<file path="src/rtl/ram_ctrl_pkg.sv">
// Shared types and default sizes for the single-port RAM initiator.
package ram_ctrl_pkg;

  localparam int unsigned ADDR_W_DEF = 8;
  localparam int unsigned DATA_W_DEF = 64;
  // Cycles from read issue (cen visible) to rsp_valid.
  localparam int unsigned RD_LAT     = 2;

  typedef enum logic [2:0] {
    IDLE,
    WR,
    RD,
    DRAIN,
    CLR
  } state_t;

endpackage

</file>
<file path="src/rtl/ram_ctrl_rsp_pipe.sv">
// Shift register of {valid, last} tracking read issues until their data returns.
module ram_ctrl_rsp_pipe
  import ram_ctrl_pkg::*;
(
  input  logic clk,
  input  logic rst_n,
  input  logic i_issue,
  input  logic i_last,
  output logic o_cap,
  output logic o_valid,
  output logic o_last,
  output logic o_busy
);

  logic [RD_LAT-1:0] r_vld;
  logic [RD_LAT-1:0] r_lst;

  always_ff @(posedge clk or negedge rst_n) begin
    if (!rst_n) begin
      r_vld <= '0;
      r_lst <= '0;
    end else begin
      r_vld <= {r_vld[RD_LAT-2:0], i_issue};
      r_lst <= {r_lst[RD_LAT-2:0], i_last};
    end
  end

  // s_dout holds the issued word one stage before the response is presented.
  assign o_cap   = r_vld[RD_LAT-2];
  assign o_valid = r_vld[RD_LAT-1];
  assign o_last  = r_vld[RD_LAT-1] & r_lst[RD_LAT-1];
  assign o_busy  = |r_vld;

endmodule

</file>
<file path="src/rtl/ram_ctrl.sv">
// Burst read/write initiator for a single-port RAM (cen/wen/s_addr/s_din/s_dout).
// Optional full-RAM clear engine enabled by defining RAM_CTRL_CLEAR_EN.
module ram_ctrl
  import ram_ctrl_pkg::*;
#(
  parameter int unsigned ADDR_W = ADDR_W_DEF,
  parameter int unsigned DATA_W = DATA_W_DEF
) (
  input  logic              clk,
  input  logic              rst_n,
  input  logic              req_valid,
  output logic              req_ready,
  input  logic              req_wr,
  input  logic [ADDR_W-1:0] req_addr,
  input  logic [ADDR_W-1:0] req_len,
  input  logic              wd_valid,
  output logic              wd_ready,
  input  logic [DATA_W-1:0] wd_data,
  output logic              rsp_valid,
  output logic [DATA_W-1:0] rsp_data,
  output logic              rsp_last,
  output logic              busy,
  input  logic              clr_start,
  output logic              clr_busy,
  output logic              cen,
  output logic              wen,
  output logic [ADDR_W-1:0] s_addr,
  output logic [DATA_W-1:0] s_din,
  input  logic [DATA_W-1:0] s_dout
);

  state_t            r_state;
  state_t            w_nxt_state;
  logic [ADDR_W-1:0] r_addr;
  logic [ADDR_W-1:0] w_nxt_addr;
  logic [ADDR_W-1:0] r_count;
  logic [ADDR_W-1:0] w_nxt_count;
  logic [ADDR_W-1:0] r_s_addr;
  logic [ADDR_W-1:0] w_nxt_s_addr;
  logic [DATA_W-1:0] r_s_din;
  logic [DATA_W-1:0] w_nxt_s_din;
  logic [DATA_W-1:0] r_rsp_data;
  logic              r_cen;
  logic              w_nxt_cen;
  logic              r_wen;
  logic              w_nxt_wen;
  logic              r_rd_last;
  logic              w_nxt_rd_last;
  logic              w_req_fire;
  logic              w_pipe_cap;
  logic              w_pipe_valid;
  logic              w_pipe_last;
  logic              w_pipe_busy;

`ifdef RAM_CTRL_CLEAR_EN
  logic r_clr_busy;
  assign req_ready = (r_state == IDLE) && !clr_start;
  assign clr_busy  = r_clr_busy;
`else
  logic w_unused_clr;
  assign w_unused_clr = clr_start;
  assign req_ready    = (r_state == IDLE);
  assign clr_busy     = 1'b0;
`endif

  assign w_req_fire = req_valid && req_ready;
  assign wd_ready   = (r_state == WR);
  assign busy       = (r_state != IDLE) || w_pipe_busy;

  // r_addr is always the next address to issue; RAM strobes are computed one cycle ahead.
  always_comb begin
    w_nxt_state   = r_state;
    w_nxt_addr    = r_addr;
    w_nxt_count   = r_count;
    w_nxt_cen     = 1'b0;
    w_nxt_wen     = 1'b0;
    w_nxt_rd_last = 1'b0;
    w_nxt_s_addr  = r_s_addr;
    w_nxt_s_din   = '0;
    case (r_state)
      IDLE: begin
`ifdef RAM_CTRL_CLEAR_EN
        if (clr_start) begin
          w_nxt_state  = CLR;
          w_nxt_cen    = 1'b1;
          w_nxt_wen    = 1'b1;
          w_nxt_s_addr = '0;
          w_nxt_addr   = ADDR_W'(1);
          w_nxt_count  = '1;
        end else
`endif
        if (w_req_fire) begin
          w_nxt_count = req_len;
          if (req_wr) begin
            w_nxt_state = WR;
            w_nxt_addr  = req_addr;
          end else begin
            w_nxt_state   = RD;
            w_nxt_cen     = 1'b1;
            w_nxt_s_addr  = req_addr;
            w_nxt_addr    = req_addr + ADDR_W'(1);
            w_nxt_rd_last = (req_len == '0);
          end
        end
      end
      RD: begin
        if (r_count == '0) begin
          w_nxt_state = DRAIN;
        end else begin
          w_nxt_cen     = 1'b1;
          w_nxt_s_addr  = r_addr;
          w_nxt_addr    = r_addr + ADDR_W'(1);
          w_nxt_count   = r_count - ADDR_W'(1);
          w_nxt_rd_last = (r_count == ADDR_W'(1));
        end
      end
      DRAIN: begin
        if (w_pipe_last) begin
          w_nxt_state = IDLE;
        end
      end
      WR: begin
        if (wd_valid) begin
          w_nxt_cen    = 1'b1;
          w_nxt_wen    = 1'b1;
          w_nxt_s_addr = r_addr;
          w_nxt_s_din  = wd_data;
          w_nxt_addr   = r_addr + ADDR_W'(1);
          if (r_count == '0) begin
            w_nxt_state = IDLE;
          end else begin
            w_nxt_count = r_count - ADDR_W'(1);
          end
        end
      end
`ifdef RAM_CTRL_CLEAR_EN
      CLR: begin
        if (r_count == '0) begin
          w_nxt_state = IDLE;
        end else begin
          w_nxt_cen    = 1'b1;
          w_nxt_wen    = 1'b1;
          w_nxt_s_addr = r_addr;
          w_nxt_addr   = r_addr + ADDR_W'(1);
          w_nxt_count  = r_count - ADDR_W'(1);
        end
      end
`endif
      default: begin
        w_nxt_state = IDLE;
      end
    endcase
  end

  always_ff @(posedge clk or negedge rst_n) begin
    if (!rst_n) begin
      r_state    <= IDLE;
      r_addr     <= '0;
      r_count    <= '0;
      r_cen      <= 1'b0;
      r_wen      <= 1'b0;
      r_rd_last  <= 1'b0;
      r_s_addr   <= '0;
      r_s_din    <= '0;
      r_rsp_data <= '0;
    end else begin
      r_state   <= w_nxt_state;
      r_addr    <= w_nxt_addr;
      r_count   <= w_nxt_count;
      r_cen     <= w_nxt_cen;
      r_wen     <= w_nxt_wen;
      r_rd_last <= w_nxt_rd_last;
      r_s_addr  <= w_nxt_s_addr;
      r_s_din   <= w_nxt_s_din;
      if (w_pipe_cap) begin
        r_rsp_data <= s_dout;
      end
    end
  end

`ifdef RAM_CTRL_CLEAR_EN
  always_ff @(posedge clk or negedge rst_n) begin
    if (!rst_n) begin
      r_clr_busy <= 1'b0;
    end else begin
      r_clr_busy <= (w_nxt_state == CLR);
    end
  end
`endif

  ram_ctrl_rsp_pipe u_rsp_pipe (
    .clk     (clk),
    .rst_n   (rst_n),
    .i_issue (r_cen & ~r_wen),
    .i_last  (r_rd_last),
    .o_cap   (w_pipe_cap),
    .o_valid (w_pipe_valid),
    .o_last  (w_pipe_last),
    .o_busy  (w_pipe_busy)
  );

  assign cen       = r_cen;
  assign wen       = r_wen;
  assign s_addr    = r_s_addr;
  assign s_din     = r_s_din;
  assign rsp_valid = w_pipe_valid;
  assign rsp_last  = w_pipe_last;
  assign rsp_data  = r_rsp_data;

endmodule

</file>
<file path="config.mk">
export PLATFORM = sky130hd
export DESIGN_NAME = ram_ctrl
export DESIGN_NICKNAME = d
export VERILOG_FILES = /design/src/rtl/ram_ctrl_pkg.sv /design/src/rtl/ram_ctrl_rsp_pipe.sv /design/src/rtl/ram_ctrl.sv
export SDC_FILE = /design/constraint.sdc
export NUM_CORES = 1
export LEC_CHECK = 0
export CORE_MARGIN = 2
export CORE_UTILIZATION = 38
export DETAILED_ROUTE_END_ITERATION = 16
export PLACE_DENSITY = 0.77
export REMOVE_ABC_BUFFERS = 1
export SETUP_SLACK_MARGIN = 0.1
export SLEW_MARGIN = 15
export SYNTH_ARGS = -nofsm -noshare
export SYNTH_HDL_FRONTEND = slang
export SYNTH_SLANG_ARGS = --single-unit
</file>
<file path="constraint.sdc">
create_clock -name clk -period 1.82 [get_ports clk]
set_input_delay 0.364 -clock clk [delete_from_list [all_inputs] [get_ports clk]]
set_output_delay 0.364 -clock clk [all_outputs]
set_load 0.02 [all_outputs]
</file>
==> reports/results.ini <==
[outcome]
status = complete, but fails checks
violations = setup timing

[timing]
period_used_share = 1.05
finalSetupTns_ns = -0.441
fin_worst_skew_ns = 0.0103
finalSetupViolations = 14
maxSlewHeadroom = 0.451
rsz0062_at_grt = true
fmax_mhz = 524
drv_slew = 0
fin_ws_ns = -0.0870

[global_routing]
grt_pass1_vias = 5365
grt_pass1_wl_mm = 28.6
grt_overflow_total = 0

[run]
maxCapViolations = 0

[drt]
postRouteAntennaNets = 0
viasPerCell = 4.99
wl_per_cell_microns = 18.4

[critical_path]
r2r_cells = 7
crit_type = reg -> out
r2r_start = r_state[1]
crit_chain = inv_2, ha_4, inv_2, or3_1, buf_6
cp-start-kind = flip-flop

[placement]
dp_cells = 1026
placed_cell_area_sq_um = 9970

[floorplan]
num_rows = 48
dieArea_sq_um = 18300
io_pins = 294
die-height_microns = 135
fp_util = 0.385

[cts]
cts.path.max_buffers = 2

[yosys]
synth_cells = 504
yosysTopAreaCellShare = 0.614
synth.most_common_cell = dfrtp_1

[pwr]
irDropWorstVdd_v = 0.000965

==> where the power goes <==
part	switching (uW)	leakage (uW)	total (uW)	internal (uW)
logic	4920	0.00298	9530	4610
clock network	1550	0.000295	3660	2110
registers	766	0.00202	5640	4870
total	7240	0.00529	18800	11600
==> routing by layer <==
metal	track usage	vias up	share of wire
li1	-	2465	-
met1	0.233	2604	0.39
met2	0.357	228	0.52
met3	0.0666	37	0.071
met4	0.0845	0	0.025
met5	0	-	0
==> flip-flops by register name, summed over array words and instances (netlist names) <==
name              count
r_state               2
u_rsp_pipe.r_lst      2
s_din                64
cen                   1
s_addr                8
r_count               8
r_rd_last             1
u_rsp_pipe.r_vld      2
r_addr                8
wen                   1
rsp_data             64
==> cells by family (layout without fill, tap and decap cells) <==
family / after synthesis / count (layout) / synth area share
xor+xnor: 5 / 5 / 0.00668
simple gates: 142 / 142 / 0.130
flops: 161 / 161 / 0.614
buf+inv: 46 / 387 / 0.0284
mux: 83 / 83 / 0.146
other cells: 1 / 1 / 0.000572
fa+ha+maj: 10 / 10 / 0.0191
compound gates: 56 / 56 / 0.0553
==> critical path: cells and delay by family, from the launching register on <==
family,cells,cell delay (ns)
flops,1,0.40
buf+inv,3,0.28
fa+ha+maj,1,0.13
simple gates,1,0.32
==> final cells by class <==
type                            count  area [sq um]  share of cell area
Sequential cell                   161          4030               0.370
Timing Repair Buffer              340          3250               0.298
Multi-Input combinational cell    297          2670               0.245
Clock buffer                       18           439              0.0403
Tap cell                          225           282              0.0258
Clock inverter                     14           171              0.0157
Inverter                           15          56.3             0.00517
==> timing repair <==
item / CTS / global route
resized: 194 / 43
buffers inserted: 2 / 7
endpoints found under the setup margin: 169 / 80
cloned: 1 / 1
endpoints found under the hold margin: 39 / 0
pin swaps: 8 / 16
hold buffers: 1 / 0
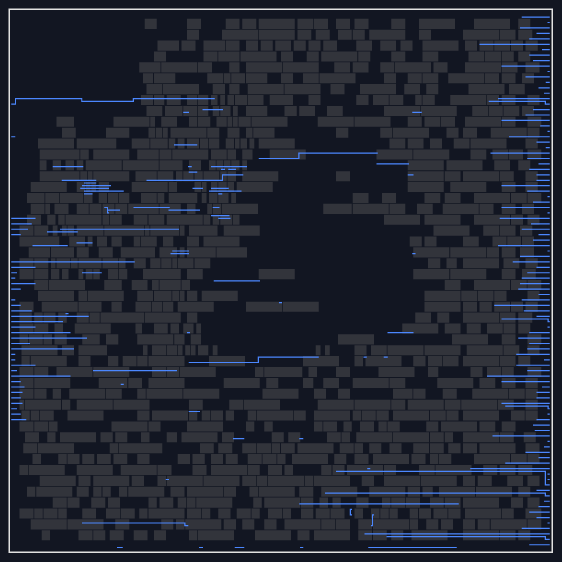
(M3 wires)
Drawn at 4 px/micron. Cells faint in the background.
share of all routed wire: 7.1%
nets with wire on the layer: 167

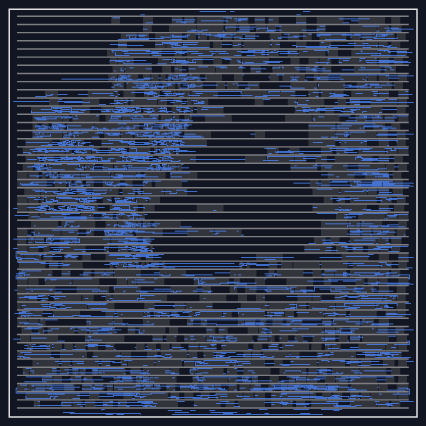
(metal 1)
Drawn at 3 px/micron. Supply wires on this layer in grey. Cells faint in the background.
wire length on this layer: 7620 microns
share of all routed wire: 39%
main direction: horizontal
final WL: 19.7 mm
grt met1 use: 0.233
vias post-DR: 5334

No activity file was given, so power comes from the tool's default toggle rates.
